===== src/rtl/mem_stage_access.sv =====
// Memory-stage load/store sequencer: aligns, masks and lane-replicates requests, extends load data.
// Latency: accept N, mem_req N+1, done one cycle after ack or timeout; busy stalls the pipe while REQ.
module mem_stage_access #(
   parameter int DATA_W   = 32,
   parameter int ADDR_W   = 32,
   parameter int MAX_WAIT = 15
) (
   input  logic                clk,
   input  logic                reset,
   input  logic                valid_in,
   input  logic [1:0]          op,
   input  logic [1:0]          size,
   input  logic                sign_ext,
   input  logic [ADDR_W-1:0]   addr,
   input  logic [DATA_W-1:0]   wdata,
   output logic [DATA_W-1:0]   rdata,
   output logic                done,
   output logic                busy,
   output logic                misalign,
   output logic                timeout,
   output logic                mem_req,
   output logic                mem_write,
   output logic [ADDR_W-1:0]   mem_addr,
   output logic [DATA_W-1:0]   mem_din,
   output logic [DATA_W/8-1:0] mem_mask,
   input  logic                mem_ack,
   input  logic [DATA_W-1:0]   mem_dout
);

   localparam int NB = DATA_W / 8;
   localparam int LB = $clog2(NB);
   localparam logic [7:0] WAIT_LAST = 8'(MAX_WAIT - 1);
   localparam logic [1:0] OP_LD = 2'd1;
   localparam logic [1:0] OP_ST = 2'd2;

   typedef enum logic [1:0] {S_IDLE, S_REQ, S_DONE} state_t;

   state_t              state_q, state_d;
   logic [1:0]          op_q, op_d;
   logic [1:0]          size_q, size_d;
   logic                sext_q, sext_d;
   logic [ADDR_W-1:0]   addr_q, addr_d;
   logic [DATA_W-1:0]   wdata_q, wdata_d;
   logic [7:0]          cnt_q, cnt_d;
   logic                to_q, to_d;
   logic [DATA_W-1:0]   rdata_q, rdata_d;

   logic                is_ls;
   logic                lsb_bad;
   logic                accept;
   logic [LB-1:0]       lane;
   logic [DATA_W-1:0]   shifted;
   logic [DATA_W-1:0]   keep;
   logic                sbit;
   logic [DATA_W-1:0]   ld_data;
   logic [NB-1:0]       base_mask;

   // Alignment: an access of 2^size bytes must sit on a 2^size boundary.
   always_comb begin
      lsb_bad = 1'b0;
      case (size)
         2'd0:    lsb_bad = 1'b0;
         2'd1:    lsb_bad = addr[0];
         2'd2:    lsb_bad = |addr[1:0];
         default: lsb_bad = (DATA_W == 32) ? 1'b1 : (|addr[2:0]);
      endcase
   end

   assign is_ls    = (op == OP_LD) || (op == OP_ST);
   assign misalign = valid_in && is_ls && lsb_bad;
   assign accept   = valid_in && is_ls && !lsb_bad &&
                     ((state_q == S_IDLE) || (state_q == S_DONE));

   assign lane    = addr_q[LB-1:0];
   assign shifted = mem_dout >> {lane, 3'b000};

   always_comb begin
      keep = '0;
      sbit = 1'b0;
      case (size_q)
         2'd0:    begin keep[7:0]  = '1; sbit = shifted[7];        end
         2'd1:    begin keep[15:0] = '1; sbit = shifted[15];       end
         2'd2:    begin keep[31:0] = '1; sbit = shifted[31];       end
         default: begin keep       = '1; sbit = shifted[DATA_W-1]; end
      endcase
      ld_data = (shifted & keep) | (~keep & {DATA_W{sext_q & sbit}});
   end

   always_comb begin
      base_mask = '0;
      mem_din   = wdata_q;
      case (size_q)
         2'd0:    begin base_mask[0]   = 1'b1; mem_din = {NB{wdata_q[7:0]}};       end
         2'd1:    begin base_mask[1:0] = '1;   mem_din = {(NB/2){wdata_q[15:0]}};  end
         2'd2:    begin base_mask[3:0] = '1;   mem_din = {(NB/4){wdata_q[31:0]}};  end
         default: begin base_mask      = '1;   mem_din = wdata_q;                  end
      endcase
   end

   assign mem_req   = (state_q == S_REQ);
   assign mem_write = (state_q == S_REQ) && (op_q == OP_ST);
   assign mem_mask  = mem_write ? (base_mask << lane) : '0;
   assign mem_addr  = {addr_q[ADDR_W-1:LB], {LB{1'b0}}};
   assign busy      = (state_q == S_REQ) || accept;
   assign done      = (state_q == S_DONE);
   assign timeout   = (state_q == S_DONE) && to_q;
   assign rdata     = rdata_q;

   always_comb begin
      state_d = state_q;
      op_d    = op_q;
      size_d  = size_q;
      sext_d  = sext_q;
      addr_d  = addr_q;
      wdata_d = wdata_q;
      cnt_d   = cnt_q;
      to_d    = to_q;
      rdata_d = '0;
      case (state_q)
         S_IDLE: if (accept) state_d = S_REQ;
         S_REQ: begin
            // Ack wins over timeout when both land in the last permitted cycle.
            if (mem_ack) begin
               state_d = S_DONE;
               to_d    = 1'b0;
               rdata_d = (op_q == OP_LD) ? ld_data : '0;
            end else if (cnt_q == WAIT_LAST) begin
               state_d = S_DONE;
               to_d    = 1'b1;
            end else begin
               cnt_d = cnt_q + 8'd1;
            end
         end
         S_DONE:  state_d = accept ? S_REQ : S_IDLE;
         default: state_d = S_IDLE;
      endcase
      if (accept) begin
         op_d    = op;
         size_d  = size;
         sext_d  = sign_ext;
         addr_d  = addr;
         wdata_d = wdata;
         cnt_d   = '0;
         to_d    = 1'b0;
      end
   end

   always_ff @(posedge clk or negedge reset) begin
      if (!reset) begin
         state_q <= S_IDLE;
         op_q    <= '0;
         size_q  <= '0;
         sext_q  <= 1'b0;
         addr_q  <= '0;
         wdata_q <= '0;
         cnt_q   <= '0;
         to_q    <= 1'b0;
         rdata_q <= '0;
      end else begin
         state_q <= state_d;
         op_q    <= op_d;
         size_q  <= size_d;
         sext_q  <= sext_d;
         addr_q  <= addr_d;
         wdata_q <= wdata_d;
         cnt_q   <= cnt_d;
         to_q    <= to_d;
         rdata_q <= rdata_d;
      end
   end

endmodule


===== config.mk =====
export PLATFORM = sky130hd
export DESIGN_NAME = mem_stage_access
export DESIGN_NICKNAME = d
export VERILOG_FILES = /design/src/rtl/mem_stage_access.sv
export SDC_FILE = /design/constraint.sdc
export NUM_CORES = 1
export LEC_CHECK = 0
export ABC_CLOCK_PERIOD_IN_PS = 5900
export CORE_UTILIZATION = 49
export CTS_BUF_LIST = sky130_fd_sc_hd__clkbuf_4
export DETAILED_ROUTE_END_ITERATION = 6
export PLACE_DENSITY = 0.92
export SYNTH_ARGS = -nofsm -noshare
export SYNTH_HDL_FRONTEND = slang
export SYNTH_SLANG_ARGS = --single-unit

===== constraint.sdc =====
create_clock -name clk -period 5.9 [get_ports clk]
set_input_delay 1.475 -clock clk [delete_from_list [all_inputs] [get_ports clk]]
set_output_delay 1.475 -clock clk [all_outputs]
set_load 0.005 [all_outputs]

Run 1, wiring heat map:
The die is cut into 22 by 22 equal tiles; black is low, pale yellow is high, scaled to the fullest tile. Values are wire area over tile area, all layers added.
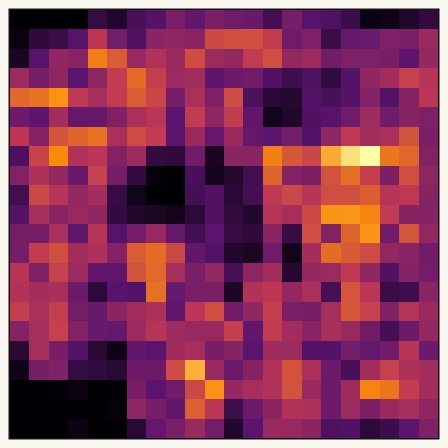
tiles over half the peak: 20%
mean over tiles: 0.21
densest ninth of the die: east
nearly empty tiles: 5.0%
fullest tile: 0.59
Post-Route WL: 14.8 mm
total track usage: 26.1%
per-cell routed wire length: 16.5 microns
routed via count: 4787

Run 1, placement view:
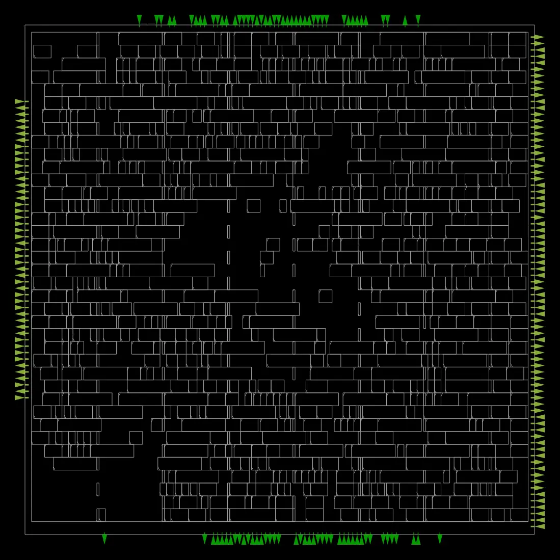
Layout Cells excl Fill: 900
flip-flops: 112
Layout Utilization: 69.1%
core area: 10800 sq um

==> flow_metrics.tcl, run 1 <==
# place-and-route summary
set metrics [dict create \
    use_met1_pct 31.5 \
    inv_count 4 \
    numCtsBuffers 9 \
    worstMarginPinSlew_ns 0.927 \
    die-area_sq_um 11600 \
    n_all_buffers 215 \
    dr_wl_met2_mm 7.73 \
    clkbuf_count 9 \
    port_buffers 208 \
    dpl_worst_slack_ns 1.25 \
    die_x_microns 108 \
    ff_latch_area_sq_um 2800 \
    ys.flops 112 \
    holdCritPathClass "register to register" \
    status "complete, no violations" \
    synthTopLogicFamily "simple AND/OR/NAND/NOR gates" \
    syn_area_per_cell_sq_um 9.09 \
    yosysTopAreaCell "dfrtp_1" \
    layout.nets 862 \
    areaGrowthSynthToFinish_pct 37.0 \
    dpl.hpwl_mm 10.7 \
    finalPower_mw 2.30 \
    pin_count 211 \
    multiInputCombCellCount 413 \
    first_pass_iters 5 \
    comb_share_pct 29.8 \
    cts_setup_buffers 0 \
    clock_path_buffers 2 \
    finalSetupViolations 0 \
    topCellsByArea "dfrtp_1, nand2_1, buf_4" \
    warnings 27 \
    yosys.area_share.xor_xnor_pct 1.12 \
    holdPathStages 2 \
    cts_tree "built" \
    clk_share_pct 1.72 \
    layout-drive-gt1-share_pct 6.72 \
    cts_root_buf "clkbuf_4" \
    power_density_nw_per_um2 308 \
    skew_ns 0.0118 \
    rrSetupSlack_ns 3.17 \
    ys_sh_adder_pct 0.458 \
    leakage_nw 3.48 \
    path_cells "clkdlybuf4s50_1 -> nor3_1 -> o2111ai_4 -> nand2_1 -> clkdlybuf4s50_1" \
    netlist_instances 601 \
    synth.yosys.seq_area_share_pct 51.3 \
    setup_ws_ns 1.25 \
    drt-met1-wl_mm 5.90 \
    slew_violations 0 \
    clock-sinks 112 \
    antenna_found_initial 1 \
    drv_cap 0 \
    sh_seq_area_pct 37.4 \
    fill_cells 826 \
    flop_cell "dfrtp_1" \
    startpoint_type "input pin" \
    drc 0 \
    cp_slowest_stage_delay_ns 0.50 \
    die_h_microns 108 \
    rsz0062_at_grt "false" \
    rows 38 \
    htree_levels 3 \
    yosysWarnings 0 \
    ys_sh_aoi_pct 6.82 \
    holdCritStartpoint "addr_q[11]" \
    critPathArrivalTime_ns 3.18 \
    placed_area_sq_um 7360 \
    worst-setup-path-type "input pin to output pin" \
    grt-busiest-layer "met2" \
    r2r_start "size_q[0]" \
    postLayoutCellArea_sq_um 7490 \
    cts_hold_buf 0 \
    worst_r2r_path_depth 4 \
    met2_usage_pct 46.9 \
    fp_util_pct 50.4 \
    clk_latency_ns 0.44 \
    ys_area_sq_um 5470 \
    clk_pin_slew_ns 0.16 \
    dp.cells 884 \
    rr_endpoint "rdata[23]" \
    logic_area_sq_um 2230 \
]
Run 1, met3 routing:
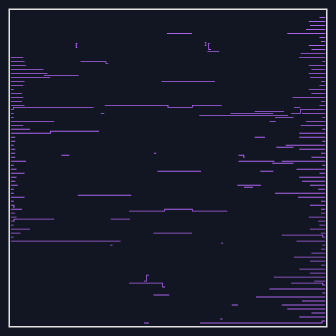
nets with wire on the layer: 152
wire length on this layer: 1090 microns
main direction: horizontal
met3 Usage GRT: 5.87%

run 1: worst max-delay path, delay by kind of cell:
kind	cells	cell delay, ns
compound gates	1	0.18
buf+inv	2	0.94
simple gates	2	0.58
run 1: worst max path at each step:
stage	endpoint	startpoint	cells after the start
6_report	busy	size[0]	5
5_1_grt	busy	size[0]	5
4_1_cts	busy	size[0]	5
3_5_place_dp	busy	size[0]	5
3_3_place_gp	busy	size[0]	5
2_1_floorplan	busy	size[0]	4
run 1: where the power goes:
| group | switching [mW] | internal (mW) | total [mW] |
|---|---|---|---|
| sequential | 0.127 | 0.909 | 1.04 |
| clock | 0.241 | 0.125 | 0.366 |
| combinational | 0.384 | 0.517 | 0.901 |
==> run 2, diff against run 1 <==
ABC_CLOCK_PERIOD_IN_PS = 3900   (was 5900)
CORE_UTILIZATION = 41   (was 49)
PLACE_DENSITY = 0.83   (was 0.92)
clock period = 3.9 ns   (was 5.9 ns; I/O delays follow)
Run 2, wiring heat map:
The die is cut into 23 by 23 equal tiles; black is low, pale yellow is high, scaled to the fullest tile. Values are wire area over tile area, all layers added.
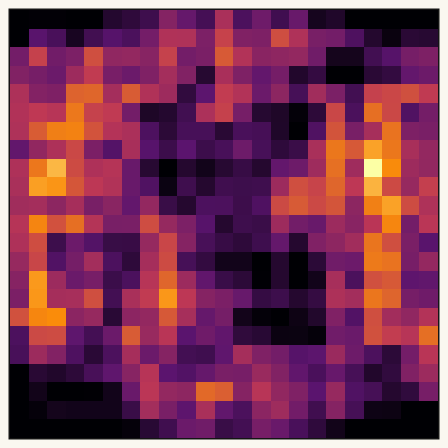
mean over tiles: 0.17
fullest tile: 0.54
nearly empty tiles: 8.3%
densest ninth of the die: east
tiles over half the peak: 18%
per-cell routed wire length: 15.3 microns
routed via count: 4573
total track usage: 21.8%

==> flow_metrics.tcl, run 2 <==
# place-and-route summary
set metrics [dict create \
    status "complete, no violations" \
    pwr-share-comb_pct 39.0 \
    yosysWarnings 0 \
    netlist_instances 601 \
    topCellsByArea "dfrtp_1, nand2_1, buf_4" \
    final_util_pct 59.2 \
    clock_path_buffers 2 \
    antenna_found_initial 0 \
    grtUsageMet3_pct 6.15 \
    p_clk_mw 0.585 \
    fill_cells 1127 \
    holdCritStartpoint "addr_q[24]" \
    cts_hold_buf 0 \
    path_depth 5 \
    clk_pin_slew_ns 0.17 \
    critPathArrivalTime_ns 2.56 \
    startpoint_type "input pin" \
    drv_cap 0 \
    slew_headroom_pct 48.1 \
    yosysTopAreaCell "dfrtp_1" \
    p_seq_mw 1.55 \
    die_h_microns 117 \
    dr_wl_met2_mm 6.81 \
    flop_cell "dfrtp_1" \
    path_buffers 2 \
    r2r_start "size_q[1]" \
    dpl_worst_slack_ns 0.361 \
    first_pass_iters 4 \
    rr_endpoint "rdata[30]" \
    logic_area_sq_um 2230 \
    path_cells "clkdlybuf4s50_1 -> xor2_1 -> nand2_1 -> nor3_1 -> clkdlybuf4s50_1" \
    worst-setup-path-type "input pin to output pin" \
    fp_util_pct 42.6 \
    worstMarginPinSlew_ns 0.779 \
    synth.yosys.seq_area_share_pct 51.3 \
    leakage_nw 3.53 \
    rsz0062_at_grt "false" \
    rows 41 \
    cts_setup_buffers 0 \
    ff_latch_area_sq_um 2800 \
    holdCritPathClass "register to register" \
    comb_share_pct 29.4 \
    top_cell "nand2_1" \
    grt-busiest-layer "met2" \
    clk_share_pct 1.81 \
    rrSetupSlack_ns 1.67 \
    p_comb_mw 1.37 \
    cts_root_buf "clkbuf_4" \
    slew_violations 0 \
    die_x_microns 117 \
    numCtsBuffers 9 \
    swShare_pct 32.5 \
    wl_mm 14.3 \
    holdPathStages 2 \
    syn_area_per_cell_sq_um 9.09 \
    ys_area_sq_um 5470 \
    port_buffers 208 \
    p_switching_mw 1.14 \
    pwr-share-seq_pct 44.3 \
    maxPowerGroup "registers" \
    layout.nets 867 \
    worst_r2r_path_depth 5 \
    dpl.hpwl_mm 10.3 \
    drc 0 \
    die-area_sq_um 13800 \
    use_met1_pct 27.5 \
    n_all_buffers 220 \
    clock-sinks 112 \
    drt-met1-wl_mm 6.14 \
    finalSetupViolations 0 \
    met2_usage_pct 35.4 \
    sh_seq_area_pct 36.9 \
    clkbuf_count 9 \
    core_area_sq_um 12800 \
    ys.flops 112 \
]
[run 2: cell types whose count changed in the layout (fill, tap and decap cells not counted)]
cell and change:
clkinv_2 +2, buf_12 +2, diode_2 -1, inv_6 +2, clkinvlp_4 -2, buf_4 +3
clkinv_1 -1
[run 2: kinds of logic after synthesis]
family | synth area share [%]
buffers and inverters | 8.29
XOR/XNOR | 1.12
AND-OR/OR-AND | 6.82
multiplexers | 8.29
AND/OR/NAND/NOR | 23.7
adder cells (fa/ha/maj) | 0.458
other | 0.0686
flip-flops | 51.3
[run 2: stage by stage]
stage,hold WS [ns],power [mW],instance area (sq um),cells
floorplan,0.440,2.31,5470,602
global placement,0.453,2.93,7460,921
detailed placement,0.462,2.96,7460,921
CTS,0.501,3.55,7600,937
global route,0.525,3.75,7600,937
finish,0.492,3.51,7600,937
==> run 3, diff against run 2 <==
ABC_AREA = 0   (was unset)
Run 3, nets reached from selected ports:
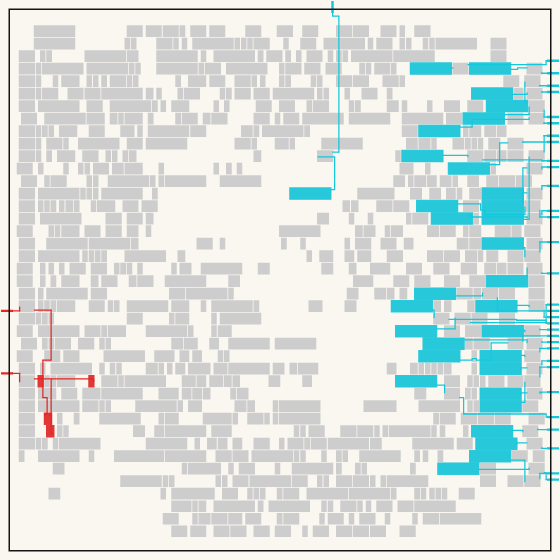
legend:
  red:
    port: `size`
    direction: input
    end_cells: 4
    buffers: 2
    wire: 62.3 microns
  cyan:
    port: `rdata`
    direction: output
    end_cells: 32
    buffers: 32
    wire: 435 microns
IO Port Bufs: 208
io pins: 211

==> flow_metrics.tcl, run 3 <==
# place-and-route summary
set metrics [dict create \
    ys_sh_simple_pct 23.7 \
    dp.cells 921 \
    p_switching_mw 1.14 \
    yosys.area_share.xor_xnor_pct 1.12 \
    die-area_sq_um 13800 \
    cts_hold_buf 0 \
    layout-drive-gt1-share_pct 7.58 \
    slew_violations 0 \
    holdCritPathClass "register to register" \
    dpl.hpwl_mm 10.3 \
    rrSetupSlack_ns 1.67 \
    pwr-share-comb_pct 39.0 \
    first_pass_iters 4 \
    layout.nets 867 \
    yosysTopAreaCell "dfrtp_1" \
    top_cell "nand2_1" \
    vias 4573 \
    fill_cells 1127 \
    pwr-share-seq_pct 44.3 \
    p_clk_mw 0.585 \
    clk_pin_slew_ns 0.17 \
    holdPathStages 2 \
    grt_usage_pct 21.8 \
    swShare_pct 32.5 \
    status "complete, no violations" \
    clockPowerShare_pct 16.7 \
    p_int_mw 2.37 \
    worst-setup-path-type "input pin to output pin" \
    clk_latency_ns 0.49 \
    maxPowerGroup "registers" \
    fin_cells 937 \
    placed_area_sq_um 7460 \
    critPathArrivalTime_ns 2.56 \
    drv_cap 0 \
    slew_headroom_pct 48.1 \
    clock_path_buffers 2 \
    areaGrowthSynthToFinish_pct 39.0 \
    power_density_nw_per_um2 462 \
    postLayoutCellArea_sq_um 7600 \
    finalSetupViolations 0 \
    ff_latch_area_sq_um 2800 \
    cts_root_buf "clkbuf_4" \
    setup_ws_ns 0.365 \
    ys_sh_mux_pct 8.29 \
    cp_slowest_stage_delay_ns 0.52 \
    rsz0062_at_grt "false" \
    logic_area_sq_um 2230 \
    whs_ns 0.492 \
    worstMarginPinSlew_ns 0.779 \
    die_h_microns 117 \
    core_area_sq_um 12800 \
    synthTopLogicFamily "simple AND/OR/NAND/NOR gates" \
    skew_ns 0.0147 \
    htree_levels 3 \
    numCtsBuffers 9 \
    leakage_nw 3.53 \
    wl_mm 14.3 \
    topCellsByArea "dfrtp_1, nand2_1, buf_4" \
    drc 0 \
    synth.yosys.seq_area_share_pct 51.3 \
    cts_setup_buffers 0 \
    dpl_worst_slack_ns 0.361 \
]
==> run 3: cell counts after synthesis <==
No cell type changed its count.
==> run 3: routing by layer <==
metal / part of all wire, % / GRT usage (%)
met1: 43 / 27.5
met4: 2.4 / 8.57
met3: 7.4 / 6.15
met5: 0 / 0
met2: 47 / 35.4
==> run 3: cells by family after synthesis <==
group | Yosys count
fa+ha+maj | 2
mux | 42
compound gates | 54
buf+inv | 77
simple gates | 306
flops | 112
xor+xnor | 7
other cells | 1
==> run 3: area by class of cell <==
cell class                 count  share of cell area, %
clock buffer                   9                  0.889
clock inverter                 7                  0.922
inverter                       4                  0.198
multi-input combinational    413                   29.4
sequential                   112                   36.9
tap                          172                   2.83
timing repair buffer         220                   28.9
Power and IR drop assume default switching activity.
